Design lms_sched, sky130hd; sources not shown.
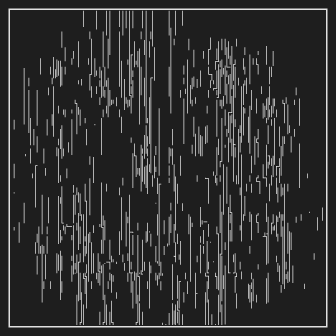
Fig. 1. Signal wires on met2.
- share of all routed wire: 44%
- main direction: vertical
vias post-DR: 2780
met2 track utilization from global routing: 0.2948
Total Wirelength: 6834 um

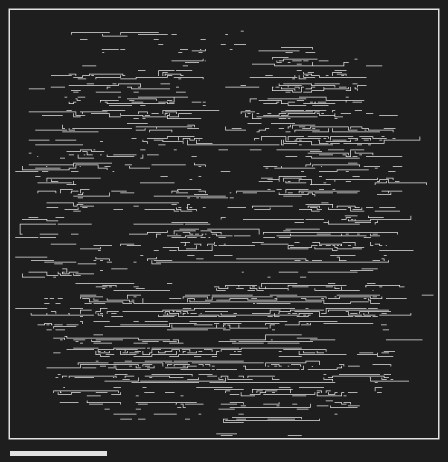
Fig. 2. M1 wires.
Bar = 20 um.
- longest straight run: 47.8 um
- share of all routed wire: 52%
- main direction: horizontal
- wire length on this layer: 3540 um
global routing met1 resource utilization: 0.2620

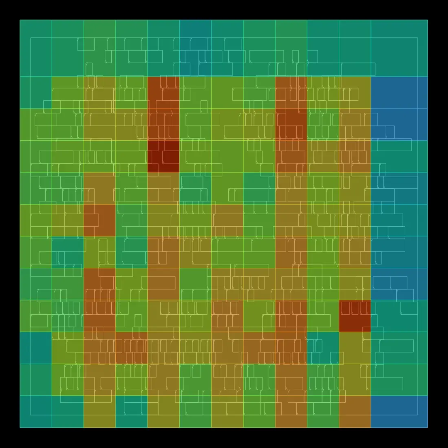
Fig. 3. Routing congestion map.
gr usage total: 0.1890
utilization of the core after routing: 0.5553
Wirelength per Cell: 11.41 um
grt met3 use: 0.04713

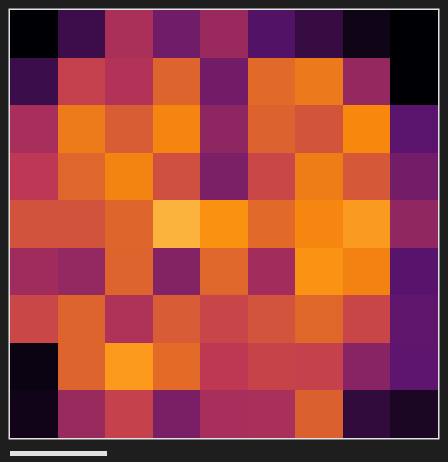
Fig. 4. Cell density map.
Bar = 20 um. The die is cut into 9 by 9 equal tiles; black is low, pale yellow is high, 0 to 100% covered.
- mean over tiles: 47%
- emptiest ninth of the die: upper right
- nearly empty tiles: 3.7%
- tiles over 75% full: 6.2%
FP Util: 0.4147
core area: 6832 sq um

==> run notes <==
Synthesis and place-and-route results.

- Registers represent a cell area share of 0.2648.
- The area occupied by registers is approximately 1000 sq um.
- At the pin with the least slew margin, the transition time is ~0.52 ns.
- Per the layout report, the design carries 671 filler cells.
- The type of the setup path with the least slack is reg2reg.
- The analysis attributes to cell leakage a power of 1.602 nW.
- The number of antenna diodes in the final layout is 0.
- The mux contribution to synthesized area is 0.
- The max-slew check reports its worst relative slack as 0.6528.
- The commonest cells after synthesis are sky130_fd_sc_hd__nand2_1, sky130_fd_sc_hd__inv_1, sky130_fd_sc_hd__nor2_1, sky130_fd_sc_hd__dfxtp_1, sky130_fd_sc_hd__a21oi_1.
- The finished cells cover 3794 sq um.
- VDD sags by at most 0.2832 mV.
- The warning count from the yosys run is 0.
- After floorplanning, the core was divided into 30 placement rows.
- The cell total after placement is about 600.
- The tool flagged a number of max-cap violations equal to 0.
- Data on the critical path arrives at its endpoint at 2.64 ns.
- The net load switching power is 0.3943 mW.
- The cell type of the slowest stage on the worst timing path is sky130_fd_sc_hd__dfxtp_2.
- The portion of total power attributed to sequential cells is 0.513.
- Per the post-synthesis report, the nets total approximately 470.
- In this run, the synthesized area fraction spent on xor and xnor cells is recorded as 0.02164.
- The count of sequential standard cells is 50.
- The synthesized area divided by synthesized cell count is roughly 6.7 sq um.
- Measured on the final layout, buffering overhead outside the clock network stands at 0.1880.
- The stage-log warning count is 32.
- The synthesized-area fraction occupied by ao, oa, aoi and oai cells is 0.1038.
- The proportion of synthesized chip area in sequential cells is 0.3534.
- For reference, the top cells by area after synthesis are sky130_fd_sc_hd__dfxtp_1, sky130_fd_sc_hd__nand2_1, sky130_fd_sc_hd__inv_1.
- The global route stage reports its total congestion overflow as 0.
- The final antenna-violating net count is 0.
- STA classifies the critical path endpoint as a flip-flop.
- In this run the top signal layer used is met4.
- The required time of the worst setup path is 2.89 ns.
- The number of enable flip-flop cells is 0.
- For this block, the initial DRC count from the detailed router was 77.
- The run finished with clean final reports.
- The first-pass GRT wire length is 11590 um.
- The count of boundary I/O pins is 56.
- The layout report lists the clock-cell share of area as 0.02408.
- Cell internal power was estimated by the tool at roughly 1.0 mW.
- The net switching share of the total power is 0.2796.
- Pins over their slew limit in the final report were tallied at 0.
- The number of sinks on the clock net is ~50.
- The clock buffer count is 7.
- Entering global routing, the biggest net connects 16 pins.
- The most common logic cell in the routed design is sky130_fd_sc_hd__nand2_1.
- The post-CTS setup buffer count is 0.
- The cell area power density is 371.8 nW/um^2.
- Hold repair after CTS inserted 0 buffers.
- The worst hold slack is between 0.2 and 0.3 ns.
- Per the GRT log, the top usage layer is met2.
- The cell area that synthesis handed to floorplanning was 2833 sq um.
- The share of layout cells above drive strength 1 is 0.1272.
- The number of clock buffers added by TritonCTS is 5.
- Counting cells, the worst reg-to-reg path comes to 23.
- The dominant synthesized flop cell is sky130_fd_sc_hd__dfxtp_1.
- The largest power group is registers.
- The non-clock buffer instance count of the final layout is 74.
- The cell group occupying the most layout area is combinational gates.
- In the post-synthesis netlist, the cell with the most instances is sky130_fd_sc_hd__nand2_1.
- The count of H-tree levels built during CTS is 2.
- The final timing summary puts the cycle share of the worst path at 0.9121.
- In the routed layout, each cell is associated on average with a via count of about 4.6.
- The post-route report lists met1 wire length as 3537 um.
- The maximum net fanout on the critical path is 6.
- The highest clock rate this design can be run at is 378.0 MHz.
- The clock group total power is 0.419 mW.
- The worst setup path is launched from a flip-flop.
- The CTS tree is done.
- The clock power share is 0.297.
- The most common logic cells in the final layout are sky130_fd_sc_hd__nand2_1, sky130_fd_sc_hd__inv_1, sky130_fd_sc_hd__clkdlybuf4s50_1, sky130_fd_sc_hd__nor2_1, sky130_fd_sc_hd__dfxtp_1.
- The synthesis report gives the async set-or-reset register share as 0.
- Once placement finished, the instance area stood at 3633 sq um.
- The timing report shows the most common cell along the critical path to be sky130_fd_sc_hd__nand2_1.
- The length of routed met3 wiring is 215 um.
- Note that the worst hold path type here is reg2reg.
- The initial antenna violation count came to 0.
- The number of detailed-routing iterations run before antenna repair is 4.
- For this run the detailed placement stage logged an HPWL of 5441 um.
- The chip area is 7771 sq um.
- Per the Yosys statistics, synthesis produced around 430 cells.
- The final power report lists total power as 1.410 mW.
- Adding up every negative setup slack in the final design gives 0 ns.
- The finished design was reported to have a net count of 545.
- Combinational power for this build is ~0.27 mW.
- The hold violation count in the final report is 0.
- The share of power burned in combinational logic is 0.190.
- In the Yosys stats the netlist draws on 32 distinct library cells.
- The count of buffer and inverter cells on the critical path is 4.
- The logic share of the area is 0.4222.
- Multi-input combinational cells in the finished layout were counted as 301.
- The largest total area in the synthesized netlist belongs to sky130_fd_sc_hd__dfxtp_1.
- The pre-CTS setup check shows a worst slack of -0.06592 ns.
- The growth of design area from synthesis to finish is 33.92%.
- Counting instances, the worst hold path has a depth of 1.
- In this run, synthesis produced a sequential element count of about 50.
- Clock-pin slew was measured on the worst setup and hold paths at 0.09 ns.
- The script parses the final routing iteration and logs DRC violations as 0.
- Per the synthesis report, the adder-cell share of the synthesized area is 0.06625.
- The final period demand of the worst path is 2.645 ns.
- The root buffer selected by CTS is sky130_fd_sc_hd__clkbuf_8.
- The sequential logic power is 0.723 mW.
- The final timing report counts setup violations totalling 0.
- The number of global-route vias before repair came to 2570.
- The cell-mix breakdown from Yosys lists the simple-gate area share as 0.3560.
- The finished layout holds 599 standard cells, fillers aside.
- The vertical die size is just under 90 um.
- The share of synthesized area in the top cell type comes to 0.3534.
- For reference, the top logic cell family by area is simple AND/OR/NAND/NOR gates.
- The minimum setup slack among reg-to-reg paths is roughly 0.25 ns.
- At the later pin of the worst-skew pair, clock insertion delay measures 0.30 ns.
- The final estimated routing congestion in global placement is between 0.8 and 0.9.
- The area taken by multi-input logic gates is around 1600 sq um.
- The instance tally after logic synthesis is 425.
- In the post-route analysis, the smallest setup slack over all paths is 0.2548 ns.
- The longest clock path from root to sink contains 2 buffers.
- The yosys stat chip area is 2833 sq um.
- The cell sequence reported for the critical path is inv_2, ha_4, nand2_1, inv_1, nand2_1, nor2_1, nand2_1, nor2_1, nand3_1, nand2_1, nand2_2, nand2_1, inv_1, ha_2, nand3_4, nor2_2, nand2_1, inv_2, nand2_2, nor2_4, nand2_1, o21ai_2, a21oi_1.
- Walking the critical path from launch to capture passes 23 cell instances.
- The largest stage delay on the critical path is 0.32 ns.
- The floorplan report lists the tap cell count as 96.
- After detailed routing, the met2 layer carries approximately 3000 um of wire.
- Input and output buffers added on the ports amount to roughly 55.
- The number of resized instances in the post-cts repair step is 0.
Power figures rest on the tool's default switching activity, not on a simulated workload.
